$ cat src/rtl/lock_key_pkg.sv
// Shared definitions for the combination-lock key path: FSM encoding,
// default sizing, the demo key and the parity helper.
package lock_key_pkg;

  typedef enum logic [1:0] {
    ST_IDLE  = 2'b00,
    ST_PULSE = 2'b01,
    ST_GAP   = 2'b10,
    ST_DONE  = 2'b11
  } state_e;

  localparam int DEF_CODE_W = 4;
  localparam int DEF_GAP    = 1;

  localparam logic [3:0] DEMO_KEY = 4'b1011;

  // Even parity over a zero-extended code word.
  function automatic logic even_parity(input logic [15:0] i_v);
    return ^i_v;
  endfunction

endpackage

$ cat src/rtl/lock_key_gap_cnt.sv
// Loadable 4-bit down-counter with enable and zero flag; times the idle
// interval between key pulses.
module lock_key_gap_cnt
  import lock_key_pkg::*;
(
  input  logic       i_clk,
  input  logic       i_rst,
  input  logic       i_load,
  input  logic       i_en,
  input  logic [3:0] i_load_val,
  output logic       o_zero
);

  logic [3:0] r_cnt;

  // Count register: load wins over enable, saturates at zero.
  always_ff @(posedge i_clk) begin
    if (i_rst) begin
      r_cnt <= 4'd0;
    end else if (i_load) begin
      r_cnt <= i_load_val;
    end else if (i_en && (r_cnt != 4'd0)) begin
      r_cnt <= r_cnt - 4'd1;
    end else begin
      r_cnt <= r_cnt;
    end
  end

  assign o_zero = (r_cnt == 4'd0);

endmodule

$ cat src/rtl/lock_key_tx.sv
// Serial key transmitter: sends a latched code MSB-first as A (1) / B (0)
// pulses separated by GAP idle cycles. LOCK_KEY_TX_PARITY_EN appends an even-parity pulse.
module lock_key_tx
  import lock_key_pkg::*;
#(
  parameter int CODE_W = DEF_CODE_W,
  parameter int GAP    = DEF_GAP
) (
  input  logic              i_clk,
  input  logic              i_rst,
  input  logic              i_start,
  input  logic [CODE_W-1:0] i_code,
  output logic              o_a_out,
  output logic              o_b_out,
  output logic              o_busy,
  output logic              o_done
);

`ifdef LOCK_KEY_TX_PARITY_EN
  localparam int PAR_W = 1;
`else
  localparam int PAR_W = 0;
`endif

  localparam int         N_BITS   = CODE_W + PAR_W;
  localparam logic [4:0] N_LOAD   = 5'(N_BITS);
  localparam logic [3:0] GAP_LOAD = (GAP > 0) ? 4'(GAP - 1) : 4'd0;

  state_e              r_state;
  state_e              w_state_nxt;
  logic [N_BITS-1:0]   r_shift;
  logic [N_BITS-1:0]   w_shift_load;
  logic [4:0]          r_bits_left;
  logic                w_gap_load;
  logic                w_gap_en;
  logic                w_gap_zero;
  logic                r_a_out;
  logic                r_b_out;
  logic                r_busy;
  logic                r_done;

`ifdef LOCK_KEY_TX_PARITY_EN
  assign w_shift_load = {i_code, even_parity(16'(i_code))};
`else
  assign w_shift_load = i_code;
`endif

  lock_key_gap_cnt u_gap_cnt (
    .i_clk      (i_clk),
    .i_rst      (i_rst),
    .i_load     (w_gap_load),
    .i_en       (w_gap_en),
    .i_load_val (GAP_LOAD),
    .o_zero     (w_gap_zero)
  );

  // Next-state decode; the bit counter is already decremented while in GAP.
  always_comb begin
    w_state_nxt = r_state;
    w_gap_load  = 1'b0;
    w_gap_en    = 1'b0;
    case (r_state)
      ST_IDLE: begin
        if (i_start) begin
          w_state_nxt = ST_PULSE;
        end else begin
          w_state_nxt = ST_IDLE;
        end
      end
      ST_PULSE: begin
        if (GAP > 0) begin
          w_state_nxt = ST_GAP;
          w_gap_load  = 1'b1;
        end else if (r_bits_left > 5'd1) begin
          w_state_nxt = ST_PULSE;
        end else begin
          w_state_nxt = ST_DONE;
        end
      end
      ST_GAP: begin
        if (!w_gap_zero) begin
          w_gap_en    = 1'b1;
          w_state_nxt = ST_GAP;
        end else if (r_bits_left != 5'd0) begin
          w_state_nxt = ST_PULSE;
        end else begin
          w_state_nxt = ST_DONE;
        end
      end
      ST_DONE: w_state_nxt = ST_IDLE;
      default: w_state_nxt = ST_IDLE;
    endcase
  end

  // State, datapath and output registers; outputs reflect the state one cycle back.
  always_ff @(posedge i_clk) begin
    if (i_rst) begin
      r_state     <= ST_IDLE;
      r_shift     <= '0;
      r_bits_left <= 5'd0;
      r_a_out     <= 1'b0;
      r_b_out     <= 1'b0;
      r_busy      <= 1'b0;
      r_done      <= 1'b0;
    end else begin
      r_state <= w_state_nxt;
      r_a_out <= (r_state == ST_PULSE) &&  r_shift[N_BITS-1];
      r_b_out <= (r_state == ST_PULSE) && !r_shift[N_BITS-1];
      r_busy  <= (r_state != ST_IDLE);
      r_done  <= (r_state == ST_DONE);
      if ((r_state == ST_IDLE) && i_start) begin
        r_shift     <= w_shift_load;
        r_bits_left <= N_LOAD;
      end else if (r_state == ST_PULSE) begin
        r_shift     <= r_shift << 1;
        r_bits_left <= r_bits_left - 5'd1;
      end else begin
        r_shift     <= r_shift;
        r_bits_left <= r_bits_left;
      end
    end
  end

  assign o_a_out = r_a_out;
  assign o_b_out = r_b_out;
  assign o_busy  = r_busy;
  assign o_done  = r_done;

endmodule
$ cat config.mk
export PLATFORM = sky130hd
export DESIGN_NAME = lock_key_tx
export DESIGN_NICKNAME = d
export VERILOG_FILES = /design/src/rtl/lock_key_pkg.sv /design/src/rtl/lock_key_gap_cnt.sv /design/src/rtl/lock_key_tx.sv
export SDC_FILE = /design/constraint.sdc
export NUM_CORES = 1
export LEC_CHECK = 0
export ABC_AREA = 1
export CAP_MARGIN = 40
export CORE_MARGIN = 4
export CORE_UTILIZATION = 38
export DETAILED_ROUTE_END_ITERATION = 8
export PLACE_DENSITY = 0.54
export SETUP_SLACK_MARGIN = 0.2
export SLEW_MARGIN = 20
export SYNTH_ARGS = -nofsm -noshare
export SYNTH_HDL_FRONTEND = slang
export SYNTH_SLANG_ARGS = --single-unit
$ cat constraint.sdc
create_clock -name i_clk -period 1.75 [get_ports i_clk]
set_clock_uncertainty 0.15 [all_clocks]
set_input_delay 0.35 -clock i_clk [delete_from_list [all_inputs] [get_ports i_clk]]
set_output_delay 0.35 -clock i_clk [all_outputs]
set_load 0.01 [all_outputs]
**Drive-strength map**

(6 px per um)
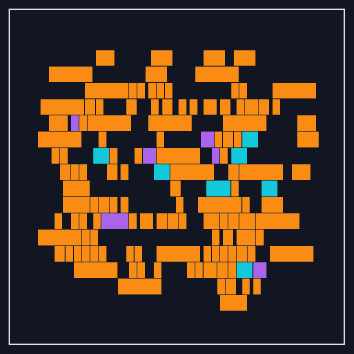
[purple] drive 2 | cells: 6
[orange] drive 1 or less | cells: 122 | most used: nand2_1
[cyan] drive 3 to 4 | cells: 7
Area Overhead vs Synth: 19.2%
worst setup margin: 0.347 ns

**Cells coloured by class**

(8 px per um)
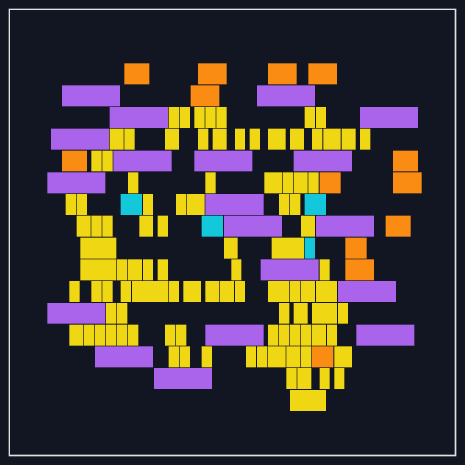
[cyan] clock drivers and dummy loads | cells: 4 | share of their area: 2.6%
[orange] other buffers and delay cells | cells: 13 | share of their area: 12%
[yellow] all other logic | cells: 99 | share of their area: 47%
[purple] flip-flops | cells: 19 | share of their area: 38%

**M3 wires**

(4 px per um)
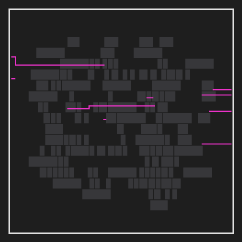
nets with wire on the layer: 8
share of all routed wire: 4.8%
longest straight run: 22.1 um
main direction: horizontal
wire length on this layer: 73.5 um

==> run summary <==
Crit-path cells: clkdlybuf4s50_1 -> o21ai_0 -> nand2_1 -> a31oi_1
Worst setup path endpoint: r_shift[1]
Final instance area: 1030 um^2
Arrival time worst endpoint: 1.48 ns
Relative slew slack: 68.6%
Slew @ Worst Pin: 0.466 ns
Placed inst area: 995 um^2
R2R setup slack: 0.38 ns
Layout Nets: 146
Hold Buf Count CTS: 0
First-pass GRT wire length: 2680 um
Total GRT Usage: 10.6%
Initial antenna violation count: 0
Max Fclk: 713 MHz
Die X: 55.6 um
Dominant logic cell type in the layout: nand2_1
PwrDens: 831 nW/um^2
FF-to-FF End: r_bits_left[3]
XORs/XNORs by Area: 1.02%
CTS sink cnt: 19
Die area: 3090 um^2
Yosys cell types: 20
CP required: 1.83 ns
Fillers: 219
Status: finished, final reports clean
Clock Path Buffers: 2
Flop pwr share: 55.9%
VDD IR-drop max: 0.607 mV
Slowest cell on crit path: clkdlybuf4s50_1
Row count: 16
Top Layer Used: met4
Synth Cell Area: 861 um^2
Cell Int Power: 611 uW
Combinational fraction of design power: 18.1%
Slew Limit Fails: 0
Drt total wl: 1550 um
Max_cap viols: 0
Synthesis Warnings: 0
Final GP Congestion: 0.702
Hold Path Class: register to register
Post-synthesis cell count: 120
Chip Area, Yosys: 861 um^2
Vias per cell: 4.63
Switch share: 28.3%
Area fraction in mux cells: 0%
Starting DRC count in detailed routing: 17
Metal3 WL: 73 um
Fin Hold WS: 0.312 ns
Register share after synthesis: 44.2%
Compound Share, Synth: 7.85%
Post-route ant nets: 0
CP Class: input pin to register
CTS Buf Count: 3
Number of global-route vias before repair: 650
Die H: 55.6 um
Worst setup path start: i_start
Post-DP HPWL: 1150 um
CTS tree: yes
WL met2: 702 um
Avg Cell Area, Syn: 7.17 um^2
Drt first pass iters: 4
==> layer usage <==
metal	vias up	global-route usage, %
met2	11	16.6
met4	0	2.08
met5	-	0
met1	330	13.7
li1	407	-
met3	2	4.64
==> worst min-delay path by stage <==
stage	from	to	slack [ns]	depth (start not counted)
2_1_floorplan	r_shift[3]	o_b_out	0.27	1
3_3_place_gp	r_shift[3]	o_b_out	0.30	1
3_5_place_dp	r_shift[3]	o_b_out	0.30	1
4_1_cts	r_shift[3]	o_b_out	0.31	1
5_1_grt	r_shift[3]	o_b_out	0.33	1
6_report	r_shift[3]	o_b_out	0.31	1
==> state kept, by name (all words and copies together), names as in the netlist <==
signal           flops
u_gap_cnt.r_cnt      4
o_busy               1
r_state              2
r_bits_left          5
r_shift              4
o_b_out              1
o_a_out              1
o_done               1
==> synth_stat cells (all sizes together) <==
| library cell | instances | share of area, % |
|---|---|---|
| clkbuf | 1 | 0.44 |
| o21ai | 3 | 1.7 |
| a21oi | 5 | 2.9 |
| buf | 1 | 1.3 |
| inv | 18 | 7.8 |
| xor2 | 1 | 1.0 |
| nand3 | 9 | 5.2 |
| a31oi | 2 | 1.5 |
| ha | 3 | 4.4 |
| nor3 | 2 | 1.2 |
| a21boi | 2 | 1.7 |
| nand4 | 3 | 2.9 |
| nand2 | 32 | 14 |
| nor2 | 19 | 9.7 |
| dfxtp | 19 | 44 |
==> logic make-up after synthesis <==
family	Yosys count
simple gates	65
compound gates	12
xor+xnor	1
buf+inv	20
flops	19
fa+ha+maj	3
==> power groups by stage <==
stage	registers, mW	logic, mW	clock network (mW)
global route	0.481	0.180	0.250
global placement	0.487	0.158	0
detailed placement	0.487	0.158	0
CTS	0.477	0.155	0.236
finish	0.477	0.154	0.222
floorplan	0.487	0.111	0
==> what timing repair did <==
action	CTS	global route
gates resized	4	1
setup buffers	0	1
endpoints found under the setup margin	4	3
pin swaps	0	1
==> critical path: cells and delay by family <==
kind            cells  cell delay [ns]
compound gates      2             0.56
buf+inv             1             0.47
simple gates        1             0.10
==> metrics by stage <==
step / cells / power (mW) / utilization (%)
finish: 162 / 0.852 / 49.8
global route: 162 / 0.911 / 49.8
CTS: 161 / 0.869 / 49.3
detailed placement: 157 / 0.645 / 48.2
global placement: 157 / 0.645 / 48.2
floorplan: 120 / 0.597 / -
==> area by class of cell <==
cell class | instances | area, um^2 | area share, %
clock buffers | 4 | 26.3 | 2.56
well taps | 27 | 33.8 | 3.29
inverters | 18 | 67.6 | 6.59
repair buffers | 13 | 118 | 11.5
multi-input cells | 81 | 400 | 39.0
flip-flops and latches | 19 | 380 | 37.1
Power is estimated from default activity; no workload was simulated.
